File: src/rtl/spi_pkg.sv
// Shared constants and FSM state type for the SPI counter receiver.
`timescale 1ns/1ps
package spi_pkg;
    localparam int SPI_FRAME_BITS = 16;
    localparam int SPI_BIT_CNT_W  = 5;

    typedef enum logic [1:0] {IDLE, SHIFT, CHECK} spi_rx_state_e;
endpackage

File: src/rtl/spi_counter_rx_if.sv
// SPI bus lines between master_top and spi_counter_rx.
`timescale 1ns/1ps
interface spi_counter_rx_if;
    logic sclk;
    logic mosi;
    logic ss;
    logic miso;

    modport master (output sclk, output mosi, output ss, input miso);
    modport slave  (input sclk, input mosi, input ss, output miso);
endinterface

File: src/rtl/spi_sync_edge.sv
// Multi-stage synchronizer for an asynchronous input, plus a history flop for edge detection.
`timescale 1ns/1ps
module spi_sync_edge #(
    parameter int SYNC_STAGES = 2
) (
    input  logic clk,
    input  logic reset,
    input  logic din,
    output logic o_level,
    output logic o_rise,
    output logic o_fall
);
    logic [SYNC_STAGES-1:0] sync_q;
    logic                   hist_q;

    always_ff @(posedge clk or negedge reset) begin
        if (!reset) begin
            sync_q <= '0;
            hist_q <= 1'b0;
        end else begin
            sync_q <= {sync_q[SYNC_STAGES-2:0], din};
            hist_q <= sync_q[SYNC_STAGES-1];
        end
    end

    assign o_level = sync_q[SYNC_STAGES-1];
    assign o_rise  = o_level & ~hist_q;
    assign o_fall  = ~o_level & hist_q;
endmodule

File: src/rtl/spi_counter_rx.sv
// SPI mode-0 slave that reassembles 16-bit frames into a counter value with valid/error strobes.
// Define SPI_COUNTER_RX_MISO_EN to echo the last committed counter on miso.
`timescale 1ns/1ps
module spi_counter_rx
    import spi_pkg::*;
#(
    parameter int COUNTER_W   = 14,
    parameter int SYNC_STAGES = 2
) (
    input  logic                 clk,
    input  logic                 reset,
    spi_counter_rx_if.slave      spi,
    output logic [COUNTER_W-1:0] o_counter,
    output logic                 o_valid,
    output logic                 o_frame_err
);
    localparam logic [SPI_BIT_CNT_W-1:0] FULL_CNT = SPI_BIT_CNT_W'(SPI_FRAME_BITS);
    localparam logic [SPI_BIT_CNT_W-1:0] SAT_CNT  = SPI_BIT_CNT_W'(SPI_FRAME_BITS + 1);

    logic sclk_level, sclk_rise, sclk_fall;
    logic mosi_level, mosi_rise, mosi_fall;
    logic ss_level, ss_rise, ss_fall;

    spi_sync_edge #(.SYNC_STAGES(SYNC_STAGES)) u_sync_sclk (
        .clk(clk), .reset(reset), .din(spi.sclk),
        .o_level(sclk_level), .o_rise(sclk_rise), .o_fall(sclk_fall)
    );
    spi_sync_edge #(.SYNC_STAGES(SYNC_STAGES)) u_sync_mosi (
        .clk(clk), .reset(reset), .din(spi.mosi),
        .o_level(mosi_level), .o_rise(mosi_rise), .o_fall(mosi_fall)
    );
    spi_sync_edge #(.SYNC_STAGES(SYNC_STAGES)) u_sync_ss (
        .clk(clk), .reset(reset), .din(spi.ss),
        .o_level(ss_level), .o_rise(ss_rise), .o_fall(ss_fall)
    );

    spi_rx_state_e                state_q, state_d;
    logic [SPI_FRAME_BITS-1:0]    rx_q;
    logic [SPI_BIT_CNT_W-1:0]     bit_cnt_q;
    logic start, shift_in, shift_out, accept, reject;

    always_ff @(posedge clk or negedge reset) begin
        if (!reset) state_q <= IDLE;
        else        state_q <= state_d;
    end

    // An ss rise takes priority; sclk edges in that same cycle are dropped.
    always_comb begin
        state_d   = state_q;
        start     = 1'b0;
        shift_in  = 1'b0;
        shift_out = 1'b0;
        accept    = 1'b0;
        reject    = 1'b0;
        case (state_q)
            IDLE: begin
                if (ss_fall) begin
                    state_d = SHIFT;
                    start   = 1'b1;
                end
            end
            SHIFT: begin
                if (ss_rise) begin
                    state_d = CHECK;
                end else begin
                    shift_in  = sclk_rise;
                    shift_out = sclk_fall;
                end
            end
            CHECK: begin
                state_d = IDLE;
                if (bit_cnt_q == FULL_CNT && (rx_q >> COUNTER_W) == '0) accept = 1'b1;
                else                                                    reject = 1'b1;
            end
            default: state_d = IDLE;
        endcase
    end

    always_ff @(posedge clk or negedge reset) begin
        if (!reset) begin
            rx_q        <= '0;
            bit_cnt_q   <= '0;
            o_counter   <= '0;
            o_valid     <= 1'b0;
            o_frame_err <= 1'b0;
        end else begin
            o_valid     <= accept;
            o_frame_err <= reject;
            if (start) begin
                bit_cnt_q <= '0;
            end else if (shift_in) begin
                rx_q <= {rx_q[SPI_FRAME_BITS-2:0], mosi_level};
                if (bit_cnt_q != SAT_CNT) bit_cnt_q <= bit_cnt_q + 1'b1;
            end
            if (accept) o_counter <= rx_q[COUNTER_W-1:0];
        end
    end

`ifdef SPI_COUNTER_RX_MISO_EN
    logic [SPI_FRAME_BITS-1:0] tx_q;
    logic                      miso_q;

    always_ff @(posedge clk or negedge reset) begin
        if (!reset) begin
            tx_q   <= '0;
            miso_q <= 1'b0;
        end else begin
            if (start)          tx_q <= SPI_FRAME_BITS'(o_counter);
            else if (shift_out) tx_q <= {tx_q[SPI_FRAME_BITS-2:0], 1'b0};
            miso_q <= tx_q[SPI_FRAME_BITS-1];
        end
    end

    assign spi.miso = miso_q;

    logic unused_edges;
    assign unused_edges = ^{sclk_level, mosi_rise, mosi_fall, ss_level};
`else
    assign spi.miso = 1'b0;

    logic unused_edges;
    assign unused_edges = ^{sclk_level, sclk_fall, mosi_rise, mosi_fall, ss_level};
`endif
endmodule

File: src/flat_wrapper.sv
// flat-port wrapper written by rule: the top's interface ports become plain ports
module spi_counter_rx_flat import spi_pkg::*;
#(
    parameter int COUNTER_W   = 14,
    parameter int SYNC_STAGES = 2
)
  (clk, reset, o_counter, o_valid, o_frame_err, spi_sclk, spi_mosi, spi_ss, spi_miso);
  spi_counter_rx_if spi_i ();
  input  logic clk;
  input  logic reset;
  output logic [COUNTER_W-1:0] o_counter;
  output logic o_valid;
  output logic o_frame_err;
  input wire logic [$bits(spi_i.sclk)-1:0] spi_sclk;
  input wire logic [$bits(spi_i.mosi)-1:0] spi_mosi;
  input wire logic [$bits(spi_i.ss)-1:0] spi_ss;
  output wire logic [$bits(spi_i.miso)-1:0] spi_miso;
  assign spi_i.sclk = spi_sclk;
  assign spi_i.mosi = spi_mosi;
  assign spi_i.ss = spi_ss;
  assign spi_miso = spi_i.miso;
  spi_counter_rx #(.COUNTER_W(COUNTER_W), .SYNC_STAGES(SYNC_STAGES)) u_core (.clk(clk), .reset(reset), .spi(spi_i), .o_counter(o_counter), .o_valid(o_valid), .o_frame_err(o_frame_err));
endmodule
File: config.mk
export PLATFORM = sky130hd
export DESIGN_NAME = spi_counter_rx_flat
export DESIGN_NICKNAME = d
export VERILOG_FILES = /design/src/rtl/spi_pkg.sv /design/src/rtl/spi_counter_rx_if.sv /design/src/rtl/spi_sync_edge.sv /design/src/rtl/spi_counter_rx.sv /design/src/flat_wrapper.sv
export SDC_FILE = /design/constraint.sdc
export NUM_CORES = 1
export LEC_CHECK = 0
export CAP_MARGIN = 20
export CORE_ASPECT_RATIO = 0.7
export CORE_UTILIZATION = 50
export CTS_BUF_LIST = sky130_fd_sc_hd__clkbuf_4 sky130_fd_sc_hd__clkbuf_8
export CTS_CLUSTER_SIZE = 10
export DETAILED_ROUTE_END_ITERATION = 10
export PLACE_DENSITY = 0.84
export SLEW_MARGIN = 20
export SYNTH_ARGS = -nofsm -noshare
export SYNTH_HDL_FRONTEND = slang
export SYNTH_SLANG_ARGS = --single-unit
export TNS_END_PERCENT = 10
File: constraint.sdc
create_clock -name clk -period 2.09 [get_ports clk]
set_input_delay 0.209 -clock clk [delete_from_list [all_inputs] [get_ports clk]]
set_output_delay 0.209 -clock clk [all_outputs]
set_load 0.03 [all_outputs]
Port wiring:
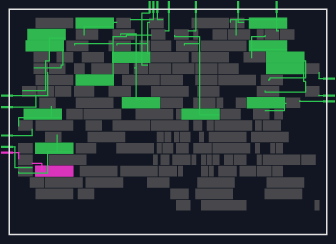
colour	port	direction	edge	end cells	buffers	wire
green	`o_counter`	output	7 top, 4 left, 3 right	14	14	354 um
magenta	`spi_ss`	input	left	1	1	7.10 um

Sequential cells grouped by signal name:
Bar = 20 um. Other sequential cells in the stronger grey, the rest of the logic in the fainter grey.
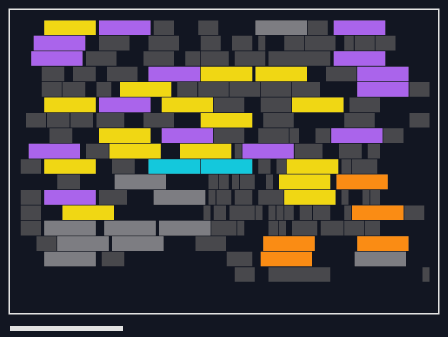
colour	netlist name	flops
purple	`u_core.o_counter`	14
orange	`u_core.bit_cnt_q`	5
cyan	`u_core.state_q`	2
yellow	`u_core.rx_q`	16
not coloured	10

==> metrics.yaml <==
status: "finished clean"
ios: 22
dieArea_sq_mm: 0.00403
grt_first_pass_wirelength_mm: 4.71
clk_latency_ns: 0.29
grt_max_degree: 33
synth-async-reset-ratio_pct: 100
postLayoutCellArea_sq_mm: 0.00229
fin_crit_ns: 1.64
cp_slowest_cell: "dfrtp_1"
row_count: 18
path_cells: "and4bb_2 > nand2_2 > mux2_2"
cts_tree: "yes"
drt_iter0_drc: 63
clock_tree.buffer_depth: 2
setup_tns_ns: 0
worstPathArrival_ns: 1.82
nFillCells: 281
synth_flops: 47
dpl_cell_area_sq_mm: 0.00214
p_leak_nw: 1.14
syn_area_sq_mm: 0.00189
worst_slack_ns: 0.447
hp-class: "primary input to flip-flop"
fp_util_pct: 53.1
port_buffers: 20
grt_pass1_vias: 985
timing.hold.ws_ns: 0.344
cp.required_ns: 2.26
first_pass_iters: 4
num_antenna_cells: 0
power.total_mw: 2.01
syn_to_final_growth_pct: 21.0
ir_worst_vdd_v: 0.000466
maxSlewHeadroom_pct: 55.8
finalCritPeriodShare_pct: 78.6
Metal layers overlaid:
Bar = 20 um.
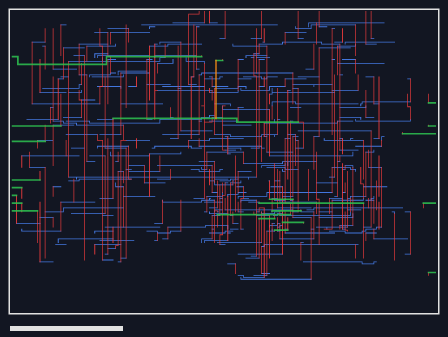
colour	layer	wire length
red	metal 2	1450 um
orange	metal 4	10.2 um
green	metal 3	158 um
blue	metal 1	1320 um
Post-Route WL: 2.94 mm
WL/cell: 14.7 um
routed vias: 1028
all-layer global routing usage: 16.8%

final timing paths:
check | start | to | cells past startpoint
min in group asynchronous | reset | u_core.rx_q[12] | 2
worst min register to register | u_core.u_sync_ss.sync_q[0] | u_core.u_sync_ss.sync_q[1] | 0
worst min-delay path | spi_mosi | u_core.u_sync_mosi.sync_q[0] | 1
worst max-delay path | u_core.state_q[0] | u_core.rx_q[2] | 3
worst max register to register | u_core.state_q[0] | u_core.rx_q[2] | 3
max in group asynchronous | reset | u_core.o_counter[5] | 3
critical path, delay by kind of cell, from the launching register on:
family	cells	cell delay [ns]
flops	1	0.45
mux	1	0.40
simple gates	2	0.68
registers in the layout, summed over array words and instances (netlist names), 2 cells and up:
register,cells
u_core.bit_cnt_q,5
u_core.o_counter,14
u_core.rx_q,16
u_core.state_q,2
u_core.u_sync_mosi.sync_q,2
u_core.u_sync_sclk.sync_q,2
u_core.u_sync_ss.sync_q,2
kinds of logic (layout without fill, tap and decap cells):
| kind of cell | count (synthesis) | in the layout | share of synthesized area, % |
|---|---|---|---|
| compound gates | 7 | 7 | 2.18 |
| xor+xnor | 1 | 1 | 0.463 |
| fa+ha+maj | 3 | 3 | 1.99 |
| buf+inv | 8 | 37 | 2.58 |
| flops | 47 | 47 | 62.2 |
| mux | 32 | 32 | 22.7 |
| other cells | 1 | 1 | 0.198 |
| simple gates | 22 | 22 | 7.68 |
metrics by stage:
stage               cells  utilization (%)
floorplan             121                -
CTS                   200             64.3
finish                200             64.3
detailed placement    191             60.2
global route          200             64.3
global placement      191             60.2
per-layer routing:
layer  track usage, %  share of wire (%)
met5                0                  0
met4             4.63               0.34
met3             5.33                5.4
met2             27.5                 49
met1             21.6                 45
Yosys cell counts (2+ instances only):
cell     number  share of area (%)
nand2_1       3               0.60
mux2_2       11                6.6
nor2_1        6                1.2
inv_1         5               0.99
nand3_1       3               0.79
buf_6         2                1.2
dfrtp_1      47                 62
ha_1          3                2.0
a21oi_1       2               0.53
mux2i_1       2                1.1
mux2_4       19                 15
o21ai_0       3               0.79
report_power, final:
group | switching, mW | internal [mW] | total (mW)
Clock | 0.289 | 0.476 | 0.765
Sequential | 0.0724 | 0.989 | 1.06
Combinational | 0.0875 | 0.0921 | 0.180
Total | 0.448 | 1.56 | 2.01
cell type report:
class	count	area [sq um]	area share, %
inverter	5	18.8	0.821
clock buffer	5	68.8	3.01
sequential	47	1180	51.4
multi-input combinational	66	666	29.1
clock inverter	3	67.6	2.95
timing repair buffer	24	228	9.96
tap	50	62.6	2.74
placed cells by master (no fill, tap or decap), types with 2 or more instances in the layout:
cell | Yosys | layout
nor2_1 | 6 | 6
bufinv_16 | 0 | 2
mux2_2 | 11 | 11
clkbuf_8 | 0 | 5
nand3_1 | 3 | 3
ha_1 | 3 | 3
nand2_1 | 3 | 3
clkdlybuf4s50_1 | 0 | 19
buf_4 | 1 | 3
a21oi_1 | 2 | 2
dfrtp_1 | 47 | 47
mux2i_1 | 2 | 2
mux2_4 | 19 | 19
o21ai_0 | 3 | 3
inv_1 | 5 | 5
what timing repair did:
action,4_1_cts,5_1_grt
hold buffers,1,0
endpoints found under the hold margin,30,0
setup buffers,0,0
setup endpoints to repair,0,0
